File: src/rtl/vec_stream_finder_if.sv
// Stream, control and result bundle between a stream-side master and vec_stream_finder.
// io_last_index exists only when VEC_FINDER_LAST_MATCH_EN is defined.
interface vec_stream_finder_if #(
    parameter int WIDTH = 4,
    parameter int IDX_W = 3
);
    logic [WIDTH-1:0] io_in;
    logic             io_in_valid;
    logic             io_start;
    logic [WIDTH-1:0] io_target;
    logic [IDX_W-1:0] io_len;
    logic             io_busy;
    logic             io_done;
    logic             io_found;
    logic [IDX_W-1:0] io_index;
    logic [IDX_W-1:0] io_count;
`ifdef VEC_FINDER_LAST_MATCH_EN
    logic [IDX_W-1:0] io_last_index;
`endif

    modport master (
        output io_in, io_in_valid, io_start, io_target, io_len,
        input  io_busy, io_done, io_found, io_index, io_count
`ifdef VEC_FINDER_LAST_MATCH_EN
        , input io_last_index
`endif
    );

    modport slave (
        input  io_in, io_in_valid, io_start, io_target, io_len,
        output io_busy, io_done, io_found, io_index, io_count
`ifdef VEC_FINDER_LAST_MATCH_EN
        , output io_last_index
`endif
    );
endinterface

File: src/rtl/vec_stream_finder.sv
// Scans a window of the VecSearch element stream for a target; reports found/first index/count.
// Define VEC_FINDER_LAST_MATCH_EN to add io_last_index (index of the most recent match).
module vec_stream_finder #(
    parameter int WIDTH   = 4,
    parameter int MAX_LEN = 7,
    parameter int IDX_W   = 3
) (
    input  logic                clock,
    input  logic                reset,
    vec_stream_finder_if.slave  bus
);

    typedef enum logic [1:0] {
        ST_IDLE   = 2'd0,
        ST_SEARCH = 2'd1,
        ST_DONE   = 2'd2
    } state_t;

    localparam logic [IDX_W-1:0] ZERO_C    = {IDX_W{1'b0}};
    localparam logic [IDX_W-1:0] ONE_C     = {{(IDX_W-1){1'b0}}, 1'b1};
    localparam logic [IDX_W-1:0] CNT_MAX_C = {IDX_W{1'b1}};
    localparam logic [IDX_W-1:0] MAX_LEN_C = IDX_W'(MAX_LEN);

    state_t           state_q,    state_d;
    logic [WIDTH-1:0] target_q,   target_d;
    logic [IDX_W-1:0] len_q,      len_d;
    logic [IDX_W-1:0] elem_idx_q, elem_idx_d;
    logic             found_q,    found_d;
    logic [IDX_W-1:0] index_q,    index_d;
    logic [IDX_W-1:0] count_q,    count_d;
    logic             busy_q,     busy_d;
    logic             done_q,     done_d;
`ifdef VEC_FINDER_LAST_MATCH_EN
    logic [IDX_W-1:0] last_q,     last_d;
`endif
    logic [IDX_W-1:0] len_clamp_s;
    logic             match_s;

    // Clamp the requested window to the table depth before it is latched.
    always_comb begin
        if (bus.io_len > MAX_LEN_C) begin
            len_clamp_s = MAX_LEN_C;
        end else begin
            len_clamp_s = bus.io_len;
        end
    end

    // Element compare against the latched target.
    always_comb begin
        match_s = (bus.io_in == target_q);
    end

    // Next-state and datapath updates for IDLE / SEARCH / DONE.
    always_comb begin
        state_d    = state_q;
        target_d   = target_q;
        len_d      = len_q;
        elem_idx_d = elem_idx_q;
        found_d    = found_q;
        index_d    = index_q;
        count_d    = count_q;
`ifdef VEC_FINDER_LAST_MATCH_EN
        last_d     = last_q;
`endif
        case (state_q)
            ST_IDLE: begin
                if (bus.io_start) begin
                    target_d   = bus.io_target;
                    len_d      = len_clamp_s;
                    elem_idx_d = ZERO_C;
                    found_d    = 1'b0;
                    index_d    = ZERO_C;
                    count_d    = ZERO_C;
`ifdef VEC_FINDER_LAST_MATCH_EN
                    last_d     = ZERO_C;
`endif
                    if (len_clamp_s == ZERO_C) begin
                        state_d = ST_DONE;
                    end else begin
                        state_d = ST_SEARCH;
                    end
                end else begin
                    state_d = ST_IDLE;
                end
            end
            ST_SEARCH: begin
                // A cycle without io_in_valid is a stall: nothing moves.
                if (bus.io_in_valid) begin
                    if (match_s) begin
                        if (count_q != CNT_MAX_C) begin
                            count_d = count_q + ONE_C;
                        end else begin
                            count_d = count_q;
                        end
                        if (!found_q) begin
                            found_d = 1'b1;
                            index_d = elem_idx_q;
                        end else begin
                            found_d = found_q;
                        end
`ifdef VEC_FINDER_LAST_MATCH_EN
                        last_d = elem_idx_q;
`endif
                    end else begin
                        count_d = count_q;
                    end
                    elem_idx_d = elem_idx_q + ONE_C;
                    if (elem_idx_q == (len_q - ONE_C)) begin
                        state_d = ST_DONE;
                    end else begin
                        state_d = ST_SEARCH;
                    end
                end else begin
                    state_d = ST_SEARCH;
                end
            end
            ST_DONE: begin
                state_d = ST_IDLE;
            end
            default: begin
                state_d = ST_IDLE;
            end
        endcase
        // Status flags are decoded from the next state so they leave a flop.
        busy_d = (state_d == ST_SEARCH);
        done_d = (state_d == ST_DONE);
    end

    // State and result registers with synchronous active-high reset.
    always_ff @(posedge clock) begin
        if (reset) begin
            state_q    <= ST_IDLE;
            target_q   <= {WIDTH{1'b0}};
            len_q      <= ZERO_C;
            elem_idx_q <= ZERO_C;
            found_q    <= 1'b0;
            index_q    <= ZERO_C;
            count_q    <= ZERO_C;
            busy_q     <= 1'b0;
            done_q     <= 1'b0;
`ifdef VEC_FINDER_LAST_MATCH_EN
            last_q     <= ZERO_C;
`endif
        end else begin
            state_q    <= state_d;
            target_q   <= target_d;
            len_q      <= len_d;
            elem_idx_q <= elem_idx_d;
            found_q    <= found_d;
            index_q    <= index_d;
            count_q    <= count_d;
            busy_q     <= busy_d;
            done_q     <= done_d;
`ifdef VEC_FINDER_LAST_MATCH_EN
            last_q     <= last_d;
`endif
        end
    end

    assign bus.io_busy  = busy_q;
    assign bus.io_done  = done_q;
    assign bus.io_found = found_q;
    assign bus.io_index = index_q;
    assign bus.io_count = count_q;
`ifdef VEC_FINDER_LAST_MATCH_EN
    assign bus.io_last_index = last_q;
`endif

endmodule
File: src/flat_wrapper.sv
// flat-port wrapper written by rule: the top's interface ports become plain ports
module vec_stream_finder_flat 
#(
    parameter int WIDTH   = 4,
    parameter int MAX_LEN = 7,
    parameter int IDX_W   = 3
)
  (clock, reset, bus_io_in, bus_io_in_valid, bus_io_start, bus_io_target, bus_io_len, bus_io_busy, bus_io_done, bus_io_found, bus_io_index, bus_io_count);
  vec_stream_finder_if #(.WIDTH(WIDTH), .IDX_W(IDX_W)) bus_i ();
  input  logic clock;
  input  logic reset;
  input wire logic [$bits(bus_i.io_in)-1:0] bus_io_in;
  input wire logic [$bits(bus_i.io_in_valid)-1:0] bus_io_in_valid;
  input wire logic [$bits(bus_i.io_start)-1:0] bus_io_start;
  input wire logic [$bits(bus_i.io_target)-1:0] bus_io_target;
  input wire logic [$bits(bus_i.io_len)-1:0] bus_io_len;
  output wire logic [$bits(bus_i.io_busy)-1:0] bus_io_busy;
  output wire logic [$bits(bus_i.io_done)-1:0] bus_io_done;
  output wire logic [$bits(bus_i.io_found)-1:0] bus_io_found;
  output wire logic [$bits(bus_i.io_index)-1:0] bus_io_index;
  output wire logic [$bits(bus_i.io_count)-1:0] bus_io_count;
  assign bus_i.io_in = bus_io_in;
  assign bus_i.io_in_valid = bus_io_in_valid;
  assign bus_i.io_start = bus_io_start;
  assign bus_i.io_target = bus_io_target;
  assign bus_i.io_len = bus_io_len;
  assign bus_io_busy = bus_i.io_busy;
  assign bus_io_done = bus_i.io_done;
  assign bus_io_found = bus_i.io_found;
  assign bus_io_index = bus_i.io_index;
  assign bus_io_count = bus_i.io_count;
  vec_stream_finder #(.WIDTH(WIDTH), .MAX_LEN(MAX_LEN), .IDX_W(IDX_W)) u_core (.clock(clock), .reset(reset), .bus(bus_i));
endmodule
File: config.mk
export PLATFORM = sky130hd
export DESIGN_NAME = vec_stream_finder_flat
export DESIGN_NICKNAME = d
export VERILOG_FILES = /design/src/rtl/vec_stream_finder_if.sv /design/src/rtl/vec_stream_finder.sv /design/src/flat_wrapper.sv
export SDC_FILE = /design/constraint.sdc
export NUM_CORES = 1
export LEC_CHECK = 0
export CAP_MARGIN = 15
export CORE_MARGIN = 1
export CORE_UTILIZATION = 48
export CTS_CLUSTER_DIAMETER = 150
export DETAILED_ROUTE_END_ITERATION = 10
export PLACE_DENSITY = 0.8
export SLEW_MARGIN = 5
export SYNTH_ARGS = -nofsm -noshare
export SYNTH_HDL_FRONTEND = slang
export SYNTH_SLANG_ARGS = --single-unit
File: constraint.sdc
create_clock -name clock -period 1.75 [get_ports clock]
set_input_delay 0.2625 -clock clock [delete_from_list [all_inputs] [get_ports clock]]
set_output_delay 0.2625 -clock clock [all_outputs]
set_load 0.02 [all_outputs]
Run 1, sequential cells grouped by signal name:
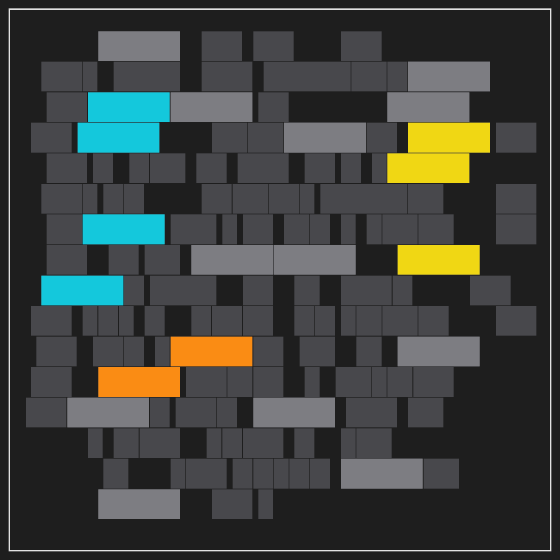
colour	signal	sequential cells
orange	u_core.state_q	2
yellow	u_core.bus.io_index	3
cyan	u_core.target_q	4

Run 1, placement by cell class:
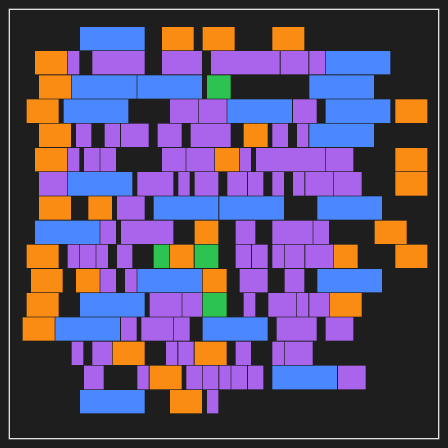
colour	class	cells	share of their area
green	clock drivers and dummy loads	4	2.1%
purple	remaining logic cells	80	43%
blue	registers	21	32%
orange	remaining buffers and delay cells	31	22%

Run 1, sizing map:
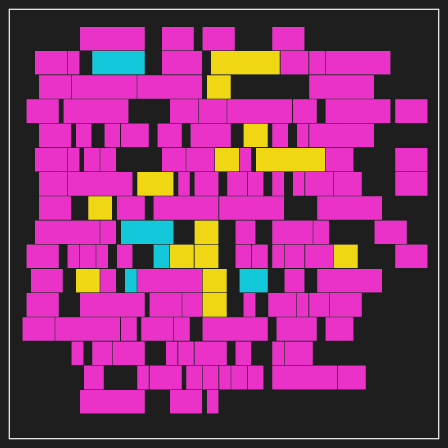
colour	size	cells
cyan	x2	5
magenta	x1 and smaller	117
yellow	x3 and x4	14

Run 1, cell area per tile:
10 x 10 tiles, from black (low) to pale yellow (high), 0 to 100% covered.
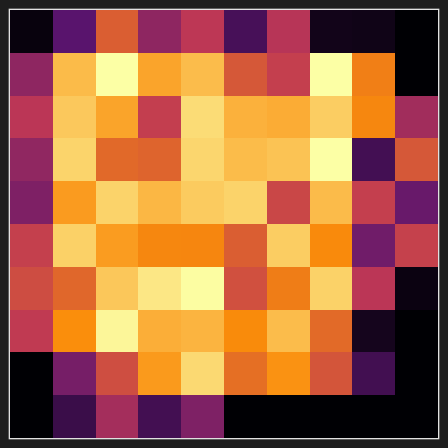
nearly empty tiles	11%
fullest tile	100%
emptiest ninth of the die	south-east

==> flow_summary.json, run 1 <==
{
  "worstHoldStart": "u_core.bus.io_index[2]",
  "post-route-min-period_ns": 1.65,
  "ir_drop_v": 0.000646,
  "top_area_cell": "dfxtp_1",
  "cts_resized": 0,
  "r2r-start": "u_core.target_q[1]",
  "cts_buffers": 3,
  "fin_nets": 156,
  "die_x_um": 48.1,
  "async_flop_share_pct": 0,
  "dp_slack_ns": -0.164,
  "wl_met2_um": 1120,
  "layout_setup_ws_ns": 0.104,
  "top_cell": "dfxtp_1",
  "switching_share_pct": 28.4,
  "slowest_delay_ns": 0.64,
  "cp_max_fo": 4,
  "p_int_uw": 705,
  "insertion_delay_ns": 0.30,
  "topCellsByArea": "dfxtp_1 41%, xor2_1 6.9%, ha_1 4.9%",
  "min_to": "u_core.bus.io_index[2]",
  "rsz0062_at_grt": "false",
  "status": "complete, no violations",
  "drc": 0,
  "cts_root_buffer": "clkbuf_4",
  "syn_area_mm2": 0.00102,
  "met1_usage_pct": 28.3,
  "initial_utilization_pct": 51.5,
  "grt_most_used_layer": "met2",
  "routed_wl_um": 2150
}
run 1: state kept, by name (all words and copies together), names as in the netlist:
| signal | count |
|---|---|
| u_core.bus.io_busy | 1 |
| u_core.bus.io_count | 3 |
| u_core.bus.io_done | 1 |
| u_core.bus.io_found | 1 |
| u_core.bus.io_index | 3 |
| u_core.elem_idx_q | 3 |
| u_core.len_q | 3 |
| u_core.state_q | 2 |
| u_core.target_q | 4 |
run 1: final cells by class:
cell class	instances	area (um^2)	share of cell area [%]
Clock buffer	3	22.5	1.69
Multi-Input combinational cell	76	543	40.8
Sequential cell	21	420	31.6
Clock inverter	1	5.00	0.376
Timing Repair Buffer	31	290	21.8
Tap cell	27	33.8	2.54
Inverter	4	15.0	1.13
run 1: per-stage QoR:
step                      instances  utilization, %
final                           163            67.1
after global routing            163            67.1
after CTS                       163            67.1
after detailed placement        159            65.7
after global placement          159            65.7
after floorplan                 107               -
run 1: layout by cell type, fill, tap and decap left out, drive strengths merged:
cell           count
clkdlybuf4s50     23
dfxtp             21
nand2             11
o21ai              9
xor2               9
a21oi              8
buf                8
a22o               5
nor2               4
ha                 4
inv                4
nor3               3
clkbuf             3
nor4               3
nand3              2
o211ai             2
nand4              2
a41o               2
o22ai              2
o21a               2
nand2b             1
o41ai              1
or4                1
xnor2              1
a31oi              1
o2111ai            1
nor2b              1
a31o               1
clkinv             1
run 1: cells by family (layout without fill, tap and decap cells):
kind of cell	count (synthesis)	count (layout)	synth area share, %
adder cells (fa/ha/maj)	4	4	4.91
flip-flops	21	21	41.2
XOR/XNOR	10	10	9.33
AND-OR/OR-AND	34	34	22.7
AND/OR/NAND/NOR	28	28	16.3
buffers and inverters	10	39	5.52
--- run 2 (diff from run 1) ---
GPL_ROUTABILITY_DRIVEN = 0   (was not set)
Run 2, cell area per tile:
10 x 10 tiles, from black (low) to pale yellow (high), 0 to 100% covered.
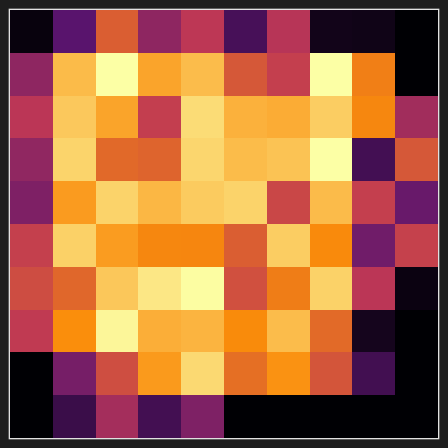
fullest tile	100%
tiles over 75% full	37%
densest ninth of the die	centre
nearly empty tiles	11%
mean over tiles	56%

==> run 2 against run 1 <==
  * First-iteration DRC count unchanged
  * Setup slack is the same
  * Clock-buffer cell count stayed put
  * Maximum frequency is the same
  * Highest routed layer unchanged
==> flow_summary.json, run 2 <==
{
  "lay_top_count": "clkdlybuf4s50_1",
  "routed_wl_um": 2150,
  "cts_root_buffer": "clkbuf_4",
  "status": "complete, no violations",
  "drc": 0,
  "cp_max_fo": 4,
  "async_flop_share_pct": 0,
  "largest_register_ffs": 4,
  "post-route-min-period_ns": 1.65,
  "final_cell_mix": "23 x clkdlybuf4s50_1, 21 x dfxtp_1, 11 x nand2_1",
  "regArea_um2": 420,
  "cts_resized": 0,
  "p_int_uw": 705,
  "switching_share_pct": 28.4,
  "fin_nets": 156,
  "die_x_um": 48.1,
  "dp_slack_ns": -0.164,
  "ir_drop_v": 0.000646,
  "topCellsByArea": "dfxtp_1 41%, xor2_1 6.9%, ha_1 4.9%",
  "logic_area_um2": 543,
  "syn_area_mm2": 0.00102,
  "largest_register": "u_core.target_q",
  "top_area_cell": "dfxtp_1",
  "initial_utilization_pct": 51.5
}
## run 2: cell counts after synthesis
No cell type changed its count.
## run 2: final timing paths
check | startpoint | to | slack, ns
min | u_core.bus.io_index[2] | u_core.bus.io_index[2] | 0.50
max reg2reg | u_core.target_q[1] | u_core.bus.io_count[1] | 0.20
max | u_core.bus.io_found | bus_io_found | 0.10
min reg2reg | u_core.bus.io_index[2] | u_core.bus.io_index[2] | 0.50
## run 2: logic make-up after synthesis
family,Yosys count,synth area share [%]
AOI/OAI and AO/OA,34,22.7
xor gates and xnor gates,10,9.33
adders and majority gates,4,4.91
buffers and inverters,10,5.52
DFF,21,41.2
and+or+nand+nor,28,16.3
## run 2: through the flow
step	TNS (ns)	hold slack, ns	instances
2_1_floorplan	0	0.399	107
4_1_cts	0	0.495	163
3_5_place_dp	-0.901	0.469	159
5_1_grt	0	0.503	163
3_3_place_gp	-0.622	0.466	159
6_report	0	0.496	163
## run 2: power by group through the flow
stage	Sequential [uW]	Combinational, uW	Clock [uW]
finish	533	220	232
global route	539	244	265
CTS	533	221	237
detailed placement	544	220	0
global placement	542	213	0
floorplan	546	123	0
## run 2: layout make-up
| cell class | instances | area share (%) |
|---|---|---|
| Clock buffer | 3 | 1.69 |
| Clock inverter | 1 | 0.376 |
| Inverter | 4 | 1.13 |
| Multi-Input combinational cell | 76 | 40.8 |
| Sequential cell | 21 | 31.6 |
| Tap cell | 27 | 2.54 |
| Timing Repair Buffer | 31 | 21.8 |
## run 2: metal layers
| layer | part of all wire [%] | GRT usage, % | up-vias |
|---|---|---|---|
| met1 | 43 | 28.3 | 414 |
| met4 | 1.7 | 10.0 | 0 |
| met2 | 52 | 40.3 | 28 |
| met5 | 0 | 0 | - |
| met3 | 3.7 | 3.33 | 4 |
| li1 | - | - | 450 |
--- run 3 (diff from run 2) ---
CTS_CLUSTER_SIZE = 24   (was not set)
GPL_TIMING_DRIVEN = 1   (was not set)
Run 3, sequential cells grouped by signal name:
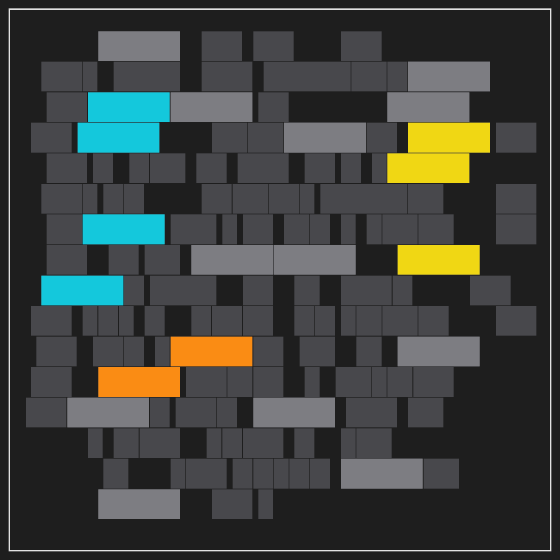
colour	signal	sequential cells
orange	u_core.state_q	2
yellow	u_core.bus.io_index	3
cyan	u_core.target_q	4

==> run 3 against run 2 <==
  * Routed wire length stayed put
  * Largest cell class unchanged
  * Clock-buffer cell count unchanged
  * Critical path type unchanged
  * Clock skew unchanged
  * Synthesized cell count unchanged
  * Flip-flop count unchanged
==> flow_summary.json, run 3 <==
{
  "routed_wl_um": 2150,
  "r2r-start": "u_core.target_q[1]",
  "rr_endpoint": "u_core.bus.io_count[1]",
  "final_cell_mix": "23 x clkdlybuf4s50_1, 21 x dfxtp_1, 11 x nand2_1",
  "postLayoutCoreUtil_pct": 67.1,
  "rsz0062_at_grt": "false",
  "r2r_setup_slack_ns": 0.20,
  "top_area_cell": "dfxtp_1",
  "async_flop_share_pct": 0,
  "cts_buffers": 3,
  "met1_usage_pct": 28.3,
  "worstHoldStart": "u_core.bus.io_index[2]",
  "initial_utilization_pct": 51.5,
  "cts_resized": 0,
  "drc": 0,
  "lay_top_count": "clkdlybuf4s50_1",
  "cts_root_buffer": "clkbuf_4",
  "status": "complete, no violations",
  "routed.top_layer": "met4",
  "wl_met2_um": 1120,
  "largest_register": "u_core.target_q",
  "syn_area_mm2": 0.00102,
  "gr-usage-met2_pct": 40.3,
  "met3_usage_pct": 3.33,
  "ir_drop_v": 0.000646
}
-- run 3: cell counts after synthesis --
Identical to the previous run, type by type.
-- run 3: cell type report --
type | instances | area (um^2) | share of cell area (%)
Tap cell | 27 | 33.8 | 2.54
Sequential cell | 21 | 420 | 31.6
Inverter | 4 | 15.0 | 1.13
Clock inverter | 1 | 5.00 | 0.376
Timing Repair Buffer | 31 | 290 | 21.8
Clock buffer | 3 | 22.5 | 1.69
Multi-Input combinational cell | 76 | 543 | 40.8
-- run 3: per-stage QoR --
| step | TNS, ns | instance area, um^2 | hold slack [ns] | setup WS (ns) | cells |
|---|---|---|---|---|---|
| 2_1_floorplan | 0 | 1020 | 0.399 | 0.258 | 107 |
| 3_3_place_gp | -0.622 | 1300 | 0.466 | -0.124 | 159 |
| 3_5_place_dp | -0.901 | 1300 | 0.469 | -0.164 | 159 |
| 4_1_cts | 0 | 1330 | 0.495 | 0.0962 | 163 |
| 5_1_grt | 0 | 1330 | 0.503 | 0.0295 | 163 |
| 6_report | 0 | 1330 | 0.496 | 0.104 | 163 |
-- run 3: kinds of logic (layout without fill, tap and decap cells) --
logic type / Yosys count / after routing / share of synthesized area, %
buffers and inverters: 10 / 39 / 5.52
XOR/XNOR: 10 / 10 / 9.33
adder cells (fa/ha/maj): 4 / 4 / 4.91
AND-OR/OR-AND: 34 / 34 / 22.7
AND/OR/NAND/NOR: 28 / 28 / 16.3
flip-flops: 21 / 21 / 41.2
-- run 3: report_power, final --
| group | internal (uW) | switching, uW | total, uW |
|---|---|---|---|
| combinational | 115 | 105 | 220 |
| sequential | 505 | 28.2 | 533 |
| clock | 85.3 | 147 | 232 |
Power and IR drop assume default switching activity.
